run_1/clock_map.png
Scale: 6 px per um.
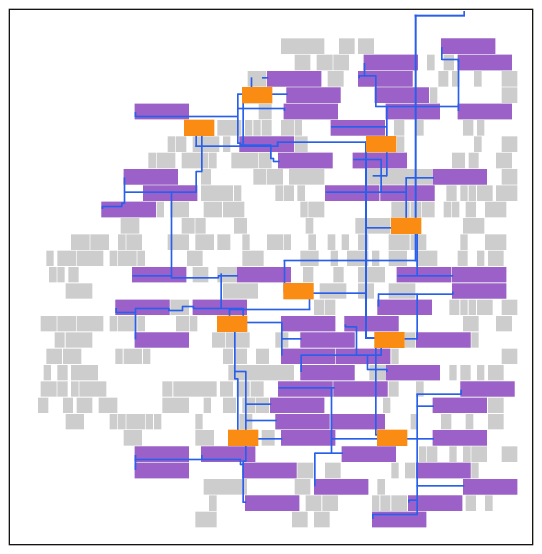
run_1/metal_stack.png
Scale: 3 px per um. Only two layers are drawn.
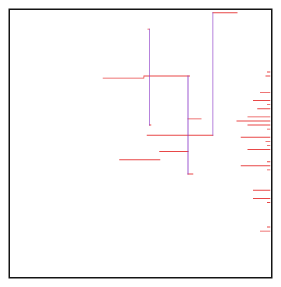
run_1/gate_families.png
Scale: 4 px per um.
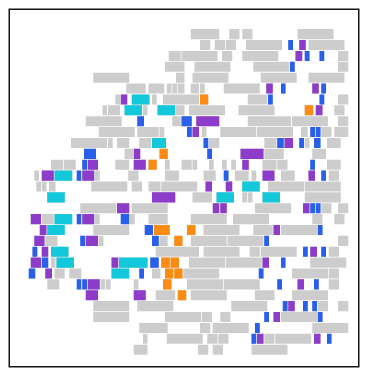
==> src/rtl/bist_pkg.sv <==
// March C- BIST shared definitions: element table, FSM encoding, element index width.
// Latency: n/a (constants and a pure function only).
// Backpressure: n/a.
package bist_pkg;

   localparam int ELEM_W = 3;

   // Element index used as the "all ops issued" marker after E5.
   localparam logic [ELEM_W-1:0] ELEM_END = 3'd6;

   typedef enum logic [1:0] {
      ST_IDLE  = 2'd0,
      ST_RUN   = 2'd1,
      ST_FLUSH = 2'd2,
      ST_DONE  = 2'd3
   } state_t;

   // Element table, bit i describes March element i (bits 6/7 unused, kept 0).
   //   E0 up(wD)  E1 up(rD,w~D)  E2 up(r~D,wD)  E3 dn(rD,w~D)  E4 dn(r~D,wD)  E5 up(rD)
   localparam logic [7:0] ELEM_DN     = 8'b0001_1000;  // descending address order
   localparam logic [7:0] ELEM_HAS_RD = 8'b0011_1110;  // element contains a read op
   localparam logic [7:0] ELEM_HAS_WR = 8'b0001_1111;  // element contains a write op
   localparam logic [7:0] ELEM_RD_INV = 8'b0001_0100;  // read expects inverse background
   localparam logic [7:0] ELEM_WR_INV = 8'b0000_1010;  // write uses inverse background

   // Two-op elements spend two cycles per address: read first, then write.
   function automatic logic elem_two_op(input logic [ELEM_W-1:0] e);
      return ELEM_HAS_RD[e] & ELEM_HAS_WR[e];
   endfunction

endpackage

==> src/rtl/bist_addr_gen.sv <==
// Loadable up/down address counter with terminal-count flag for the March sequencer.
// Latency: load/step visible on cnt one clk after ld/en; tc is combinational from cnt.
// Backpressure: none; holds its value whenever ld and en are both low.
//   ports: clk, rst (async high), ld/ld_val (load), en (step), dn (direction),
//          cnt (current address), tc (cnt is the last address for direction dn)
module bist_addr_gen #(
   parameter int ADDR_W = 8
) (
   input  logic              clk,
   input  logic              rst,
   input  logic              ld,
   input  logic [ADDR_W-1:0] ld_val,
   input  logic              en,
   input  logic              dn,
   output logic [ADDR_W-1:0] cnt,
   output logic              tc
);

   localparam logic [ADDR_W-1:0] ONE = 1;

   logic [ADDR_W-1:0] cnt_q, cnt_d;

   always_comb begin
      cnt_d = cnt_q;
      if (ld) begin
         cnt_d = ld_val;
      end else if (en) begin
         cnt_d = dn ? (cnt_q - ONE) : (cnt_q + ONE);
      end
   end

   always_ff @(posedge clk or posedge rst) begin
      if (rst) begin
         cnt_q <= '0;
      end else begin
         cnt_q <= cnt_d;
      end
   end

   assign cnt = cnt_q;
   assign tc  = dn ? (cnt_q == '0) : (cnt_q == '1);

endmodule

==> src/rtl/bist_march_ctrl.sv <==
// March C- BIST controller for a single-port synchronous SRAM; reports first failing read.
// Latency: first op one clk after start is sampled; done 10*DEPTH+2 clks after start.
// Backpressure: none; start ignored while busy, one SRAM op issued every RUN cycle.
//   ports: clk, rst (async high), start (pulse), mem_rdata (1 clk after mem_re),
//          mem_addr/mem_wdata/mem_we/mem_re (registered SRAM port), busy, done,
//          fail (sticky), fail_addr/fail_elem/fail_data (first mismatch capture)
module bist_march_ctrl
   import bist_pkg::*;
#(
   parameter int ADDR_W       = 8,
   parameter int DATA_W       = 4,
   parameter int BG           = 0,
   parameter bit STOP_ON_FAIL = 1'b1
) (
   input  logic              clk,
   input  logic              rst,
   input  logic              start,
   input  logic [DATA_W-1:0] mem_rdata,
   output logic [ADDR_W-1:0] mem_addr,
   output logic [DATA_W-1:0] mem_wdata,
   output logic              mem_we,
   output logic              mem_re,
   output logic              busy,
   output logic              done,
   output logic              fail,
   output logic [ADDR_W-1:0] fail_addr,
   output logic [ELEM_W-1:0] fail_elem,
   output logic [DATA_W-1:0] fail_data
);

   localparam logic BG_BIT = BG[0];
   localparam logic [DATA_W-1:0] BG_DAT = {DATA_W{BG_BIT}};

   state_t            state_q, state_d;
   logic [ELEM_W-1:0] elem_q, elem_d, elem_nxt;
   logic              phase_q, phase_d;       // 0: first op of address, 1: write of two-op element

   logic [ADDR_W-1:0] addr_cnt, addr_ld_val;
   logic              addr_tc, addr_ld, addr_en;

   logic [ADDR_W-1:0] mem_addr_q, mem_addr_d;
   logic [DATA_W-1:0] mem_wdata_q, mem_wdata_d;
   logic              mem_we_q, mem_we_d, mem_re_q, mem_re_d;
   logic [DATA_W-1:0] rd_exp_q, rd_exp_d;     // expected data travelling with mem_re
   logic [ELEM_W-1:0] rd_elem_q, rd_elem_d;

   logic              cmp_vld_q, cmp_vld_d;   // rdata for this read is on mem_rdata now
   logic [DATA_W-1:0] cmp_exp_q, cmp_exp_d;
   logic [ADDR_W-1:0] cmp_addr_q, cmp_addr_d;
   logic [ELEM_W-1:0] cmp_elem_q, cmp_elem_d;

   logic              fail_q, fail_d;
   logic [ADDR_W-1:0] fail_addr_q, fail_addr_d;
   logic [ELEM_W-1:0] fail_elem_q, fail_elem_d;
   logic [DATA_W-1:0] fail_data_q, fail_data_d;

   logic start_ok, cmp_hit, abort, issue, op_rd, last_op;

   assign start_ok = start && ((state_q == ST_IDLE) || (state_q == ST_DONE));
   // A compare left in flight by an abort must not fire once DONE is reached.
   assign cmp_hit  = cmp_vld_q && ((state_q == ST_RUN) || (state_q == ST_FLUSH))
                     && (mem_rdata != cmp_exp_q);
   assign abort    = STOP_ON_FAIL && cmp_hit;
   assign issue    = (state_q == ST_RUN) && (elem_q != ELEM_END) && !abort;
   assign op_rd    = ELEM_HAS_RD[elem_q] && !phase_q;
   assign last_op  = !(elem_two_op(elem_q) && !phase_q);
   assign elem_nxt = elem_q + 3'd1;

   bist_addr_gen #(.ADDR_W(ADDR_W)) u_addr_gen (
      .clk    (clk),
      .rst    (rst),
      .ld     (addr_ld),
      .ld_val (addr_ld_val),
      .en     (addr_en),
      .dn     (ELEM_DN[elem_q]),
      .cnt    (addr_cnt),
      .tc     (addr_tc)
   );

   // FSM state register
   always_ff @(posedge clk or posedge rst) begin
      if (rst) begin
         state_q <= ST_IDLE;
      end else begin
         state_q <= state_d;
      end
   end

   // FSM next state
   always_comb begin
      state_d = state_q;
      case (state_q)
         ST_IDLE, ST_DONE: if (start_ok) state_d = ST_RUN;
         ST_RUN: begin
            if (abort)                     state_d = ST_DONE;
            else if (elem_q == ELEM_END)   state_d = ST_FLUSH;  // last op already on the port
         end
         ST_FLUSH:                         state_d = ST_DONE;   // final compare happens here
         default:                          state_d = ST_IDLE;
      endcase
   end

   // FSM outputs: op sequencer, compare pipeline, capture
   always_comb begin
      elem_d      = elem_q;
      phase_d     = phase_q;
      addr_ld     = 1'b0;
      addr_en     = 1'b0;
      addr_ld_val = '0;
      mem_addr_d  = '0;
      mem_wdata_d = '0;
      mem_we_d    = 1'b0;
      mem_re_d    = 1'b0;
      rd_exp_d    = '0;
      rd_elem_d   = '0;

      if (start_ok) begin
         elem_d  = '0;
         phase_d = 1'b0;
         addr_ld = 1'b1;
      end else if (issue) begin
         mem_addr_d = addr_cnt;
         mem_re_d   = op_rd;
         mem_we_d   = !op_rd;
         if (op_rd) begin
            rd_exp_d  = BG_DAT ^ {DATA_W{ELEM_RD_INV[elem_q]}};
            rd_elem_d = elem_q;
         end else begin
            mem_wdata_d = BG_DAT ^ {DATA_W{ELEM_WR_INV[elem_q]}};
         end
         if (!last_op) begin
            phase_d = 1'b1;
         end else begin
            phase_d = 1'b0;
            if (addr_tc) begin
               // Wrap straight to the next element's start address, no idle cycle.
               elem_d      = elem_nxt;
               addr_ld     = 1'b1;
               addr_ld_val = ELEM_DN[elem_nxt] ? '1 : '0;
            end else begin
               addr_en = 1'b1;
            end
         end
      end

      cmp_vld_d  = mem_re_q;
      cmp_exp_d  = rd_exp_q;
      cmp_addr_d = mem_addr_q;
      cmp_elem_d = rd_elem_q;

      fail_d      = fail_q;
      fail_addr_d = fail_addr_q;
      fail_elem_d = fail_elem_q;
      fail_data_d = fail_data_q;
      if (start_ok) begin
         fail_d      = 1'b0;
         fail_addr_d = '0;
         fail_elem_d = '0;
         fail_data_d = '0;
      end else if (cmp_hit) begin
         fail_d = 1'b1;
         if (!fail_q) begin
            fail_addr_d = cmp_addr_q;
            fail_elem_d = cmp_elem_q;
            fail_data_d = mem_rdata;
         end
      end
   end

   always_ff @(posedge clk or posedge rst) begin
      if (rst) begin
         elem_q      <= '0;
         phase_q     <= 1'b0;
         mem_addr_q  <= '0;
         mem_wdata_q <= '0;
         mem_we_q    <= 1'b0;
         mem_re_q    <= 1'b0;
         rd_exp_q    <= '0;
         rd_elem_q   <= '0;
         cmp_vld_q   <= 1'b0;
         cmp_exp_q   <= '0;
         cmp_addr_q  <= '0;
         cmp_elem_q  <= '0;
         fail_q      <= 1'b0;
         fail_addr_q <= '0;
         fail_elem_q <= '0;
         fail_data_q <= '0;
      end else begin
         elem_q      <= elem_d;
         phase_q     <= phase_d;
         mem_addr_q  <= mem_addr_d;
         mem_wdata_q <= mem_wdata_d;
         mem_we_q    <= mem_we_d;
         mem_re_q    <= mem_re_d;
         rd_exp_q    <= rd_exp_d;
         rd_elem_q   <= rd_elem_d;
         cmp_vld_q   <= cmp_vld_d;
         cmp_exp_q   <= cmp_exp_d;
         cmp_addr_q  <= cmp_addr_d;
         cmp_elem_q  <= cmp_elem_d;
         fail_q      <= fail_d;
         fail_addr_q <= fail_addr_d;
         fail_elem_q <= fail_elem_d;
         fail_data_q <= fail_data_d;
      end
   end

   assign mem_addr  = mem_addr_q;
   assign mem_wdata = mem_wdata_q;
   assign mem_we    = mem_we_q;
   assign mem_re    = mem_re_q;
   assign busy      = (state_q == ST_RUN) || (state_q == ST_FLUSH);
   assign done      = (state_q == ST_DONE);
   assign fail      = fail_q;
   assign fail_addr = fail_addr_q;
   assign fail_elem = fail_elem_q;
   assign fail_data = fail_data_q;

endmodule

==> config.mk <==
export PLATFORM = sky130hd
export DESIGN_NAME = bist_march_ctrl
export DESIGN_NICKNAME = d
export VERILOG_FILES = /design/src/rtl/bist_pkg.sv /design/src/rtl/bist_addr_gen.sv /design/src/rtl/bist_march_ctrl.sv
export SDC_FILE = /design/constraint.sdc
export NUM_CORES = 1
export LEC_CHECK = 0
export CELL_PAD_IN_SITES_DETAIL_PLACEMENT = 0
export CELL_PAD_IN_SITES_GLOBAL_PLACEMENT = 1
export CORE_AREA = 2 2 85 87
export DETAILED_ROUTE_END_ITERATION = 16
export DIE_AREA = 0 0 87 89
export PLACE_DENSITY = 0.73
export SYNTH_ARGS = -nofsm -noshare
export SYNTH_HDL_FRONTEND = slang
export SYNTH_SLANG_ARGS = --single-unit
==> constraint.sdc <==
create_clock -name clk -period 3.1 [get_ports clk]
set_input_delay 0.93 -clock clk [delete_from_list [all_inputs] [get_ports clk]]
set_output_delay 0.93 -clock clk [all_outputs]
set_load 0.1 [all_outputs]
==> results.sh, run 1 <==
# source this file to load flow results
export IMPL_top_cell="dfrtp_1"
export IMPL_seq_share=0.441
export IMPL_yosys_cells=256
export IMPL_path_buffers=1
export IMPL_fmax_mhz=376
export IMPL_setup_viol=0
export IMPL_reg2reg_to="u_addr_gen.cnt[7]$_DFFE_PP0P_"
export IMPL_finalPower_w=0.00336
export IMPL_cpLargestDelayFamily="AND-OR/OR-AND gates"
export IMPL_busiest_layer="met2"
export IMPL_design_portCount=39
export IMPL_min_delay_start="cmp_exp_d[2]$_DFF_PP0_"
export IMPL_portBuffers=38
export IMPL_place_congestion=0.749
export IMPL_yosys_area_mm2=0.00267
export IMPL_critPathRequiredTime_ps=3350
export IMPL_h_tree_depth=3
export IMPL_grt_util_met3=0.0462
export IMPL_viasPerCell=4.87
export IMPL_dp_hpwl_mm=3.60
export IMPL_drc_errors=0
export IMPL_ys_sh_simple=0.172
export IMPL_taps=80
export IMPL_yosysTopAreaCell="dfrtp_1"
export IMPL_die_h_um=89
export IMPL_pwr_density_cell_mw_per_mm2=1020
export IMPL_vias=1862
export IMPL_die_area_mm2=0.00774
export IMPL_critPathLaunchType="flop"
export IMPL_status="finished, final reports clean"
export IMPL_r2r_start="elem_q[1]$_DFFE_PP0P_"
export IMPL_netlist_top_cells_count="dfrtp_1, nand2_1, nor2_1"
export IMPL_area_delta_synth_final_pct=23.3
export IMPL_postSynthSeqShare=0.544
export IMPL_ant_nets=0
export IMPL_n_all_buffers=44
export IMPL_slew_violations=0
export IMPL_min_period_ps=2660
About clock_map.png:
blue -> clock wires  # length 729 um
purple -> flip-flops  # count 58
orange -> cells driving clock nets  # count 9
routed clock nets = 10
worst skew pair latency: 330 ps
clock power share: 0.231
Clk. pwr: 0.000775 W
Max Clock Skew: 8.93 ps

About metal_stack.png:
purple -> met4  # wire length 105 um
red -> met3  # wire length 176 um
routed wire length: 5.10 mm
Tot GR Track Use: 0.150

About gate_families.png:
blue -> NAND gates  # cells 54, where widely spread
cyan -> adder and majority cells  # cells 15
orange -> AND and OR gates  # cells 13
purple -> inverting AOI/OAI gates  # cells 45
Comb area share: 0.337
Post-Layout Cell Count: 382

[run 1: power breakdown]
group	internal (W)	leakage, nW	switching, W
clock network	0.000459	0.110	0.000316
logic	0.000482	0.699	0.00104
registers	0.000917	0.777	0.000144
total	0.00186	1.59	0.00150
[run 1: worst max-delay path by stage]
stage                     slack, ps                            end
after floorplan                 550  u_addr_gen.cnt[7]$_DFFE_PP0P_
after global placement          390  u_addr_gen.cnt[3]$_DFFE_PP0P_
after detailed placement        350  u_addr_gen.cnt[7]$_DFFE_PP0P_
after CTS                       420  u_addr_gen.cnt[7]$_DFFE_PP0P_
after global routing            200  u_addr_gen.cnt[7]$_DFFE_PP0P_
final                           440  u_addr_gen.cnt[7]$_DFFE_PP0P_
run_1/final_clocks.png
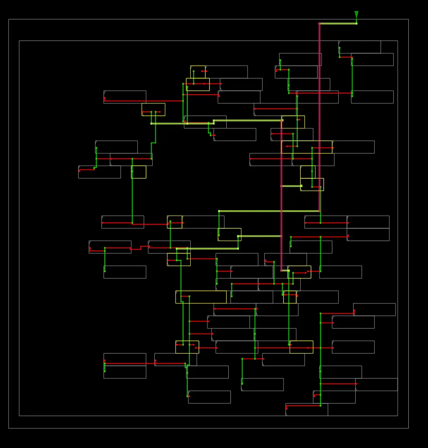

--- run 2 (diff from run 1) ---
Settings changed: CAP_MARGIN set to 25, PLACE_DENSITY 0.73 to not set, PLACE_DENSITY_LB_ADDON set to 0.1.
run_2/final_clocks.png
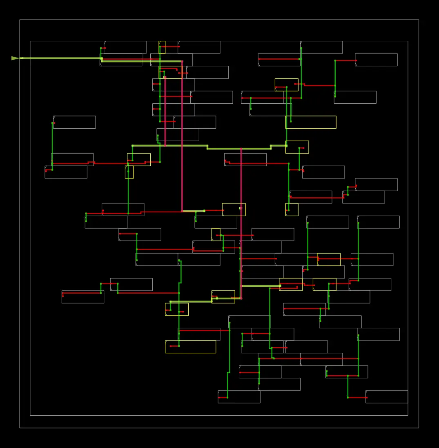
Max Clock Skew: 8.11 ps
Clk. pwr: 0.000767 W
CTS Buf Count: 9

run_2/pins.png
Scale: 4 px per um. Pins as bars across the die edge, other pins in gray.
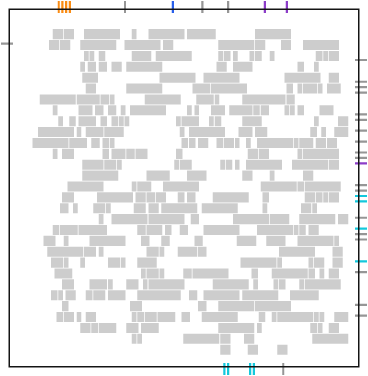
purple -> `fail_elem`  # pins 3, direction output, edge 2 top, 1 right
blue -> `mem_re`  # pins 1, direction output, edge top
orange -> `mem_wdata`  # pins 4, direction output, edge top
cyan -> `mem_addr`  # pins 8, direction output, edge 4 right, 4 bottom
all pins by edge = 23 right, 10 top, 5 bottom, 1 left
Horiz. Die Dim: 87 um
port buffer count: 38
die height: 89 um

run_2/gate_families.png
Scale: 4 px per um.
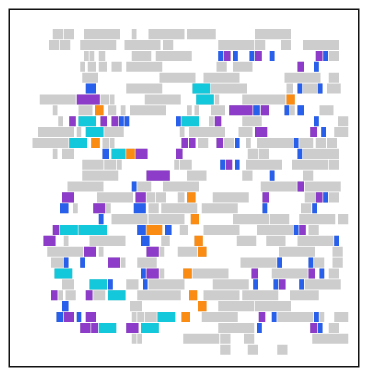
blue -> NAND gates  # cells 54, where widely spread
orange -> AND and OR gates  # cells 13
purple -> inverting AOI/OAI gates  # cells 45
cyan -> adder and majority cells  # cells 15
Post-Layout Cell Count: 383
most numerous logic cell after layout: dfrtp_1

==> run 2 against run 1 <==
Net effect:
- non-clock buffer count grew 1
- core utilization did not move
- clock skew fell by 0.82 ps
- total power is essentially flat
- critical path type unchanged
- critical endpoint unchanged
- register-to-register slack worse by 30 ps
- final cell count rose by 0.26%
==> results.sh, run 2 <==
# source this file to load flow results
export IMPL_status="finished, final reports clean"
export IMPL_combPwrFrac=0.456
export IMPL_top_cell="dfrtp_1"
export IMPL_cpLargestDelayFamily="AND-OR/OR-AND gates"
export IMPL_yosys_area_mm2=0.00267
export IMPL_min_delay_start="cmp_elem_d[0]$_DFF_PP0_"
export IMPL_vias=1910
export IMPL_h_tree_depth=3
export IMPL_wl_mm=5.28
export IMPL_switching_share=0.443
export IMPL_powerComb_w=0.00153
export IMPL_dp_hpwl_mm=3.75
export IMPL_synth_area_mm2=0.00267
export IMPL_drc_errors=0
export IMPL_path_class="reg -> reg"
export IMPL_critPathRequiredTime_ps=3340
export IMPL_area_delta_synth_final_pct=23.3
export IMPL_min_period_ps=2690
export IMPL_ys_types=42
export IMPL_ant_nets=0
export IMPL_postSynthSeqShare=0.544
export IMPL_wl_per_cell_um=13.8
export IMPL_die_area_mm2=0.00774
export IMPL_r2r_start="elem_q[1]$_DFFE_PP0P_"
export IMPL_fp_util=0.397
export IMPL_fmax_mhz=372
export IMPL_path_buffers=1
export IMPL_yosysTopAreaCell="dfrtp_1"
export IMPL_design_portCount=39
export IMPL_first_pass_iters=4
export IMPL_area_leaders="dfrtp_1, ha_1, nand2_1"
export IMPL_busiest_layer="met2"
export IMPL_maxPowerGroup="combinational logic"
export IMPL_pg_seq_w=0.00106
export IMPL_endpoint="u_addr_gen.cnt[7]$_DFFE_PP0P_"
export IMPL_antenna_found_initial=0
export IMPL_setup_viol=0
export IMPL_grt_pass1_wl_mm=9.07
export IMPL_viasPerCell=4.99
export IMPL_yosys_cells=256
export IMPL_yosysWarnings=0
export IMPL_syn_area_per_cell_um2=10.4
export IMPL_pwr_density_cell_mw_per_mm2=1020
export IMPL_fp_nets=277
export IMPL_power_frac_clock=0.228
export IMPL_place_congestion=0.777
export IMPL_p_seq_frac=0.316
export IMPL_whs_ps=348
export IMPL_fin_util=0.490
export IMPL_ys_sh_simple=0.172
export IMPL_clock_latency_ps=330
export IMPL_grt_util_met3=0.0471
export IMPL_grt_use_total=0.153
export IMPL_p_int_w=0.00187
export IMPL_gr_total_overflow=0
export IMPL_switchingPower_w=0.00149
export IMPL_netlist_top_cells_count="dfrtp_1, nand2_1, nor2_1"
export IMPL_slew_violations=0
export IMPL_reg2reg_to="u_addr_gen.cnt[7]$_DFFE_PP0P_"
export IMPL_critPathLaunchType="flop"
## run 2: final cells by class
cell class	count	area, um^2
well taps	80	100
multi-input cells	175	1110
flip-flops and latches	58	1450
inverters	9	33.8
clock inverters	5	77.6
fillers	641	3430
clock buffers	11	141
repair buffers	45	378
## run 2: cell families (layout without fill, tap and decap cells)
logic type      count (synthesis)  in the layout
compound gates                 48             48
xor+xnor                        8              8
fa+ha+maj                      15             15
buf+inv                        23             70
flops                          58             58
mux                             4              4
simple gates                  100            100
## run 2: stage by stage
stage	power (W)	cells	setup slack [ps]
CTS	0.00340	383	398
finish	0.00336	383	415
detailed placement	0.00262	367	259
floorplan	0.00225	256	555
global placement	0.00262	367	312
global route	0.00358	383	217
Power figures rest on the tool's default switching activity, not on a simulated workload.
